===== src/rtl/uart_tx_arbiter_pkg.sv =====
// Shared types and sizing helpers for the UART frame transmit arbiter.
package uart_pkg;

  // Frame sequencer states.
  typedef enum logic [1:0] {
    IDLE = 2'd0,
    SEND = 2'd1,
    WAIT = 2'd2,
    DONE = 2'd3
  } state_t;

  // Header byte base; the grant id is OR-ed into the low 3 bits.
  localparam logic [7:0] FRAME_HDR_BASE = 8'hA0;

  // Byte index counts header(0), payload(1..NBYTES), checksum(NBYTES+1).
  function automatic int idx_width(input int nbytes);
    return $clog2(nbytes + 2);
  endfunction

  // Width needed to select one of nbytes payload bytes.
  function automatic int bsel_width(input int nbytes);
    return (nbytes > 1) ? $clog2(nbytes) : 1;
  endfunction

  // Watchdog must reach timeout-1.
  function automatic int wdog_width(input int timeout);
    return (timeout > 2) ? $clog2(timeout) : 1;
  endfunction

endpackage


===== src/rtl/uart_tx_arbiter_rr_arbiter.sv =====
// Combinational round-robin picker: first set request at or after ptr, wrapping.
module rr_arbiter #(
  parameter int NREQ = 2
) (
  input  logic [NREQ-1:0] req,
  input  logic [2:0]      ptr,
  output logic [NREQ-1:0] gnt,
  output logic [2:0]      gnt_id,
  output logic            any
);

  logic [NREQ-1:0] req_rot;
  logic [2:0]      off;
  logic [3:0]      id_sum;

  // Rotate so that bit 0 is the requester at ptr (ptr is always < NREQ).
  always_comb begin
    req_rot = NREQ'({req, req} >> ptr);
  end

  // Lowest rotated position wins; scanning downward leaves the lowest set bit.
  always_comb begin
    any = 1'b0;
    off = 3'd0;
    for (int k = NREQ - 1; k >= 0; k--) begin
      if (req_rot[k]) begin
        any = 1'b1;
        off = 3'(k);
      end
    end
  end

  // Undo the rotation to recover the absolute requester id.
  assign id_sum = {1'b0, ptr} + {1'b0, off};
  assign gnt_id = (id_sum >= 4'(NREQ)) ? 3'(id_sum - 4'(NREQ)) : id_sum[2:0];

  genvar i;
  generate
    for (i = 0; i < NREQ; i++) begin : g_gnt
      assign gnt[i] = any & (gnt_id == 3'(i));
    end
  endgenerate

endmodule


===== src/rtl/uart_tx_arbiter.sv =====
// Shares one UART byte transmitter among NREQ frame producers. Round-robin grant,
// snapshot of the winner's buffer, then header / payload / checksum bytes, each
// handed over with a uart_send pulse and acknowledged by uart_send_done.
module uart_tx_arbiter
  import uart_pkg::*;
#(
  parameter int         NREQ     = 2,
  parameter int         NBYTES   = 40,
  parameter logic [7:0] HDR_BASE = FRAME_HDR_BASE,
  parameter int         TIMEOUT  = 50000
) (
  input  logic                     clk,
  input  logic                     rst,
  input  logic [NREQ-1:0]          req,
  input  logic [NREQ*NBYTES*8-1:0] req_data,
  output logic [NREQ-1:0]          done,
  output logic                     err,
  output logic                     busy,
  output logic [2:0]               grant_id,
  output logic                     uart_send,
  output logic [7:0]               send_data,
  input  logic                     uart_send_done
);

  localparam int FRAME_W = NBYTES * 8;
  localparam int IDX_W   = idx_width(NBYTES);
  localparam int BSEL_W  = bsel_width(NBYTES);
  localparam int WD_W    = wdog_width(TIMEOUT);

  localparam logic [IDX_W-1:0] PAY_END  = IDX_W'(NBYTES);
  localparam logic [IDX_W-1:0] CSUM_IDX = IDX_W'(NBYTES + 1);
  localparam logic [WD_W-1:0]  WD_LAST  = WD_W'(TIMEOUT - 1);

  state_t state, state_nxt;

  logic [NREQ-1:0][FRAME_W-1:0] req_frames;
  logic [FRAME_W-1:0]           sel_frame;
  logic [NBYTES-1:0][7:0]       buf_q;

  logic [NREQ-1:0]  arb_gnt, gnt_q;
  logic [2:0]       arb_id, rr_ptr, ptr_nxt;
  logic             arb_any;
  logic [3:0]       ptr_inc;

  logic [IDX_W-1:0] idx;
  logic [WD_W-1:0]  wdog;
  logic [7:0]       csum, cur_byte, hdr_byte;
  logic             abort_q;
  logic             wd_expire;

  assign req_frames = req_data;

  rr_arbiter #(.NREQ(NREQ)) u_arb (
    .req    (req),
    .ptr    (rr_ptr),
    .gnt    (arb_gnt),
    .gnt_id (arb_id),
    .any    (arb_any)
  );

  // One-hot AND-OR mux of the winning requester's buffer.
  always_comb begin
    sel_frame = '0;
    for (int i = 0; i < NREQ; i++) begin
      if (arb_gnt[i]) sel_frame = sel_frame | req_frames[i];
    end
  end

  // Byte that goes out on the next ack: buffer byte idx while in payload, else checksum.
  assign cur_byte  = (idx < PAY_END) ? buf_q[idx[BSEL_W-1:0]] : csum;
  assign hdr_byte  = HDR_BASE | {5'd0, arb_id};
  assign wd_expire = (wdog == WD_LAST);
  assign ptr_inc   = {1'b0, grant_id} + 4'd1;
  assign ptr_nxt   = (ptr_inc >= 4'(NREQ)) ? 3'd0 : ptr_inc[2:0];

  // State register.
  always_ff @(posedge clk or negedge rst) begin
    if (!rst) state <= IDLE;
    else      state <= state_nxt;
  end

  // Next-state decode and state-derived handshake/status outputs.
  always_comb begin
    state_nxt = state;
    uart_send = 1'b0;
    busy      = 1'b1;
    done      = '0;
    err       = 1'b0;
    case (state)
      IDLE: begin
        busy = 1'b0;
        if (arb_any) state_nxt = SEND;
      end
      SEND: begin
        uart_send = 1'b1;
        state_nxt = WAIT;
      end
      WAIT: begin
        if (uart_send_done) state_nxt = (idx == CSUM_IDX) ? DONE : SEND;
        else if (wd_expire) state_nxt = DONE;
      end
      DONE: begin
        done      = gnt_q;
        err       = abort_q;
        state_nxt = IDLE;
      end
      default: state_nxt = IDLE;
    endcase
  end

  // Frame datapath: grant snapshot, byte sequencing, checksum, watchdog, rr pointer.
  always_ff @(posedge clk or negedge rst) begin
    if (!rst) begin
      buf_q     <= '0;
      gnt_q     <= '0;
      grant_id  <= 3'd0;
      rr_ptr    <= 3'd0;
      idx       <= '0;
      wdog      <= '0;
      csum      <= 8'd0;
      send_data <= 8'd0;
      abort_q   <= 1'b0;
    end else begin
      case (state)
        IDLE: begin
          if (arb_any) begin
            buf_q     <= sel_frame;
            gnt_q     <= arb_gnt;
            grant_id  <= arb_id;
            idx       <= '0;
            send_data <= hdr_byte;
            csum      <= hdr_byte;
            abort_q   <= 1'b0;
          end
        end
        SEND: begin
          // Any ack seen here belongs to nothing we are waiting for.
          wdog <= '0;
        end
        WAIT: begin
          if (uart_send_done) begin
            if (idx != CSUM_IDX) begin
              idx       <= idx + IDX_W'(1);
              send_data <= cur_byte;
              if (idx < PAY_END) csum <= csum + cur_byte;
            end
          end else begin
            wdog <= wdog + WD_W'(1);
            if (wd_expire) abort_q <= 1'b1;
          end
        end
        DONE: begin
          rr_ptr <= ptr_nxt;
        end
        default: ;
      endcase
    end
  end

endmodule


===== config.mk =====
export PLATFORM = sky130hd
export DESIGN_NAME = uart_tx_arbiter
export DESIGN_NICKNAME = d
export VERILOG_FILES = /design/src/rtl/uart_tx_arbiter_pkg.sv /design/src/rtl/uart_tx_arbiter_rr_arbiter.sv /design/src/rtl/uart_tx_arbiter.sv
export SDC_FILE = /design/constraint.sdc
export NUM_CORES = 1
export LEC_CHECK = 0
export CAP_MARGIN = 20
export CORE_MARGIN = 1
export CORE_UTILIZATION = 23
export CTS_BUF_LIST = sky130_fd_sc_hd__clkbuf_16
export CTS_CLUSTER_SIZE = 8
export DETAILED_ROUTE_END_ITERATION = 8
export SLEW_MARGIN = 20
export SYNTH_ARGS = -nofsm -noshare
export SYNTH_HDL_FRONTEND = slang
export SYNTH_HIERARCHICAL = 1
export SYNTH_SLANG_ARGS = --single-unit
export TNS_END_PERCENT = 5

===== constraint.sdc =====
create_clock -name clk -period 3.9 [get_ports clk]
set_input_delay 0.78 -clock clk [delete_from_list [all_inputs] [get_ports clk]]
set_output_delay 0.78 -clock clk [all_outputs]
set_load 0.01 [all_outputs]

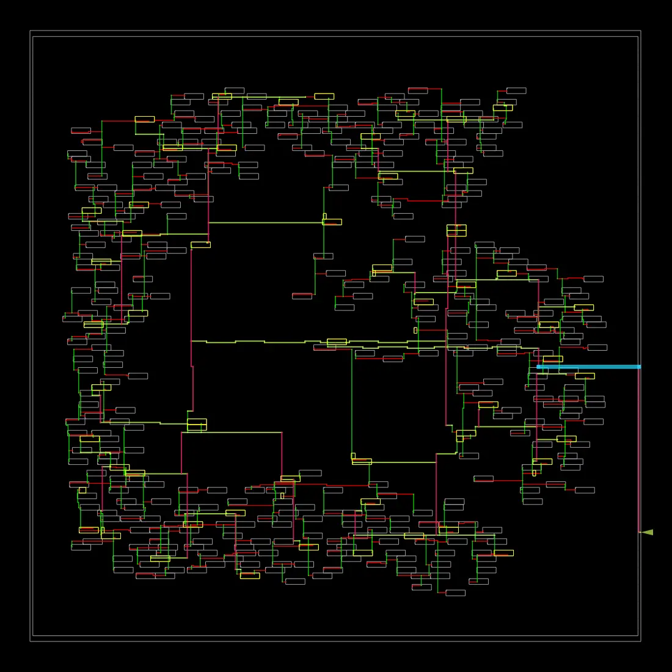
final_clocks.png
skew final: 0.0278 ns
total CTS buffers: 53
clock buffers: 55
clk sink count: 369
Clock Latency Late Sink: 0.59 ns

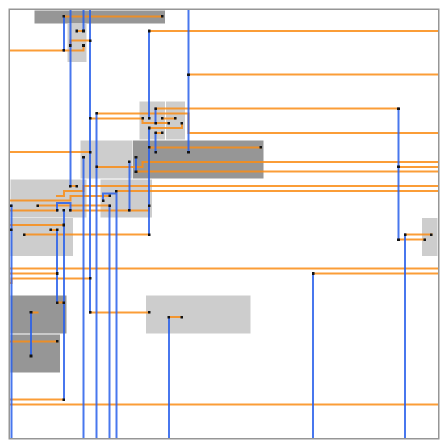
zoom.png
Window x 203 to 233, y 58 to 88 um. Cells in grey, sequential cells in the stronger grey; small squares are vias.
orange -> met1
blue -> met2
sequential cells in the window = 1
netlist names of flops here include = buf_q (1)
cells with their middle in the window = 10

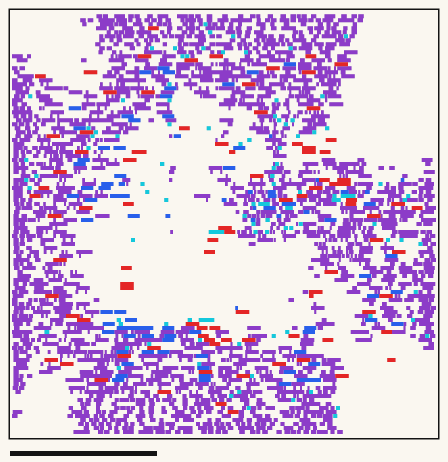
drive_strength.png
The bar under the picture is 100 um long.
red -> drive 6 and up  # cells 91, share 3.5%
purple -> drive 1 or less  # cells 2317, share 89%
cyan -> drive 3 to 4  # cells 98, share 3.8%
blue -> drive 2  # cells 88, share 3.4%
Synth-to-Final Area Change: 52.2%
bufs w/o clock: 785
design area: 0.0293 sq mm
Final WS setup: 0.157 ns

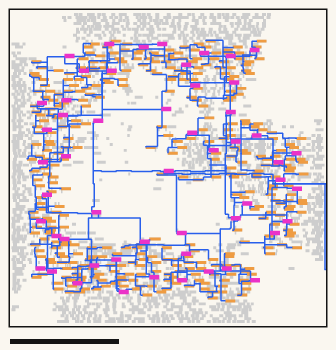
clock_map.png
The bar under the picture is 100 um long.
blue -> clock wires  # length 6070 um
orange -> flip-flops  # count 369
magenta -> cells driving clock nets  # count 53
flops lie = spread over the die
clock group share of total power: 20.4%
clock group total power: 4.16 mW

==> metrics.cfg <==
[outcome]
status = finished, final reports clean

[sta]
max_freq_mhz = 267
rsz0062_at_grt = no
timing.final.max_slew_violations = 0
worst_pin_slew_ns = 0.814
tns_ns = 0
worst_hold_slack_ns = 0.274
slew-limit-headroom_pct = 45.7
setup_viol = 0
period_minus_slack_ns = 3.74
fin_crit_sh_pct = 96.0
hold_viol = 0

[placement]
postPlaceCellArea_sq_mm = 0.0277
port_buffers = 660
dp_hpwl_um = 59700
post-place-ws_ns = -0.0598
place_inst = 3586
gp_congestion = 0.822

[detailed_routing]
wl_met1_um = 34000
antenna_left = 0
met3_length_um = 4200
drc_errors = 0
routed_via_density = 4.78
drt_wl_total_um = 77300
drt_iter0_markers = 975
num_vias = 17546
dr.pass1.iters = 5
wl_met2_um = 37700
routed.top_layer = met5
routedWlPerCell_um = 21.1

[hold_path]
worstHoldPathType = input pin to async pin

[clock_tree]
cts-resized-gates = 2
cts_tree = built
cts.htree.levels = 2
clkTransAtPathRegs_ns = 0.05
postCtsSetupRepairBufs = 0
clk_path_buf_depth = 3
root_buffer = clkbuf_16
ctsHoldBuffers = 0

[worst_setup_path]
cp.depth = 14
cp-end-kind = flop
cp_num_buf_inv = 2
slowest_stage = mux4_2
cp-endpoint = csum[6]
arrival_ns = 4.19
cpMostUsedCell = a21o_1
startpoint = idx[0]
slowest_delay_ns = 0.55
worst_setup_path_start_kind = flop
crit_required_ns = 4.35
critPathKind = flop to flop
path_cells = buf_12, mux4_2, mux4_2, a21oi_1, nand2b_1, inv_1, ha_1, fa_2, a21o_1, a21o_1, a21o_1, a21oi_2, xor2_1, o21ai_0
r2r-start = idx[0]
timing.rr.end = csum[6]
crit_family = multiplexers
r2r_cells = 14
reg2reg_slack_ns = 0.16
crit_fanout = 11

[cells_and_area]
mostFrequentLayoutCell = clkdlybuf4s50_1
nonClockInverterCount = 6
comb_area_sq_mm = 0.00926
fin_cells = 3669
final-nonclk-buf-share_pct = 27.2
seq_share_pct = 31.6
seq_cells = 369
regArea_sq_mm = 0.00924
most-common-layout-cells = clkdlybuf4s50_1, nand2_1, dfrtp_1, o21ai_0, a22oi_1
largest_cell_class = logic gates
regMostFlops = buf_q
antenna_cells = 5
clock_area_share_pct = 4.86
largest_reg_flops = 320
finish.utilization_pct = 35.5
drive_gt1_share_pct = 10.7
fillers = 8260
comb_area_share_pct = 31.6
top_regs = buf_q: 320 flops, wdog: 16 flops
nets = 3245
logic_gates = 1370

[power]
switching_share_pct = 40.3
p_comb_share_pct = 48.0
p_leak_nw = 11.8
power-top-group = combinational logic
pg_seq_mw = 6.46
power.internal_mw = 12.2
power.total_mw = 20.4
vdd_drop_max_v = 0.000492
p_sw_mw = 8.22
pg_comb_mw = 9.79
pwr_density_cell_mw_per_mm2 = 697
seqPwrFrac_pct = 31.6

[global_route]
use_met2_pct = 30.3
grt_pass1_wl_um = 115000
grt_usage_pct = 17.9
globalRoute.totalOverflow = 0
busiest_layer = met2
met3_usage_pct = 3.51
grt_pass1_vias = 17958
grtUsageMet1_pct = 23.4
antenna_found_initial = 5
grt_max_degree = 196

[yosys]
syn_area_per_cell_sq_um = 9.98
ys_sh_aoi_pct = 24.1
syn-num-nets = 2587
async_reset_ff_share_pct = 100
synth-warning-count = 6
top_area_cell = dfrtp_1
synthTopLogicFamily = AND-OR/OR-AND gates
synth_cells = 1927
ys_top_cells_by_count = nand2_1, dfrtp_1, o21ai_0, a22oi_1, clkbuf_1
top_cell = nand2_1
yosys_most_used_dff = dfrtp_1
synth-seq-area-share_pct = 48.0
syn_area_sq_mm = 0.0192
edf_count = 0
synth_flops = 369
ys_sh_simple_pct = 9.96
ys_chip_area_sq_mm = 0.0192
ys_cells = 1927
yosys.area.top_type_share_pct = 48.0
xor_share_pct = 0.865
ys_sh_adder_pct = 1.01
synthMuxAreaShare_pct = 11.8
synth.area.top_cells = dfrtp_1, a22oi_1, o21ai_0
synth_cell_types = 57

[die]
tapCellCount = 1070
core_area_sq_mm = 0.0824
fp-utilization_pct = 23.3
die_width_um = 291
die_h_um = 291
io_pins = 661
fp-row-count = 105
dieArea_sq_mm = 0.0848

[run]
cap_violations = 0
tool_warnings = 37

Power figures rest on the tool's default switching activity, not on a simulated workload.
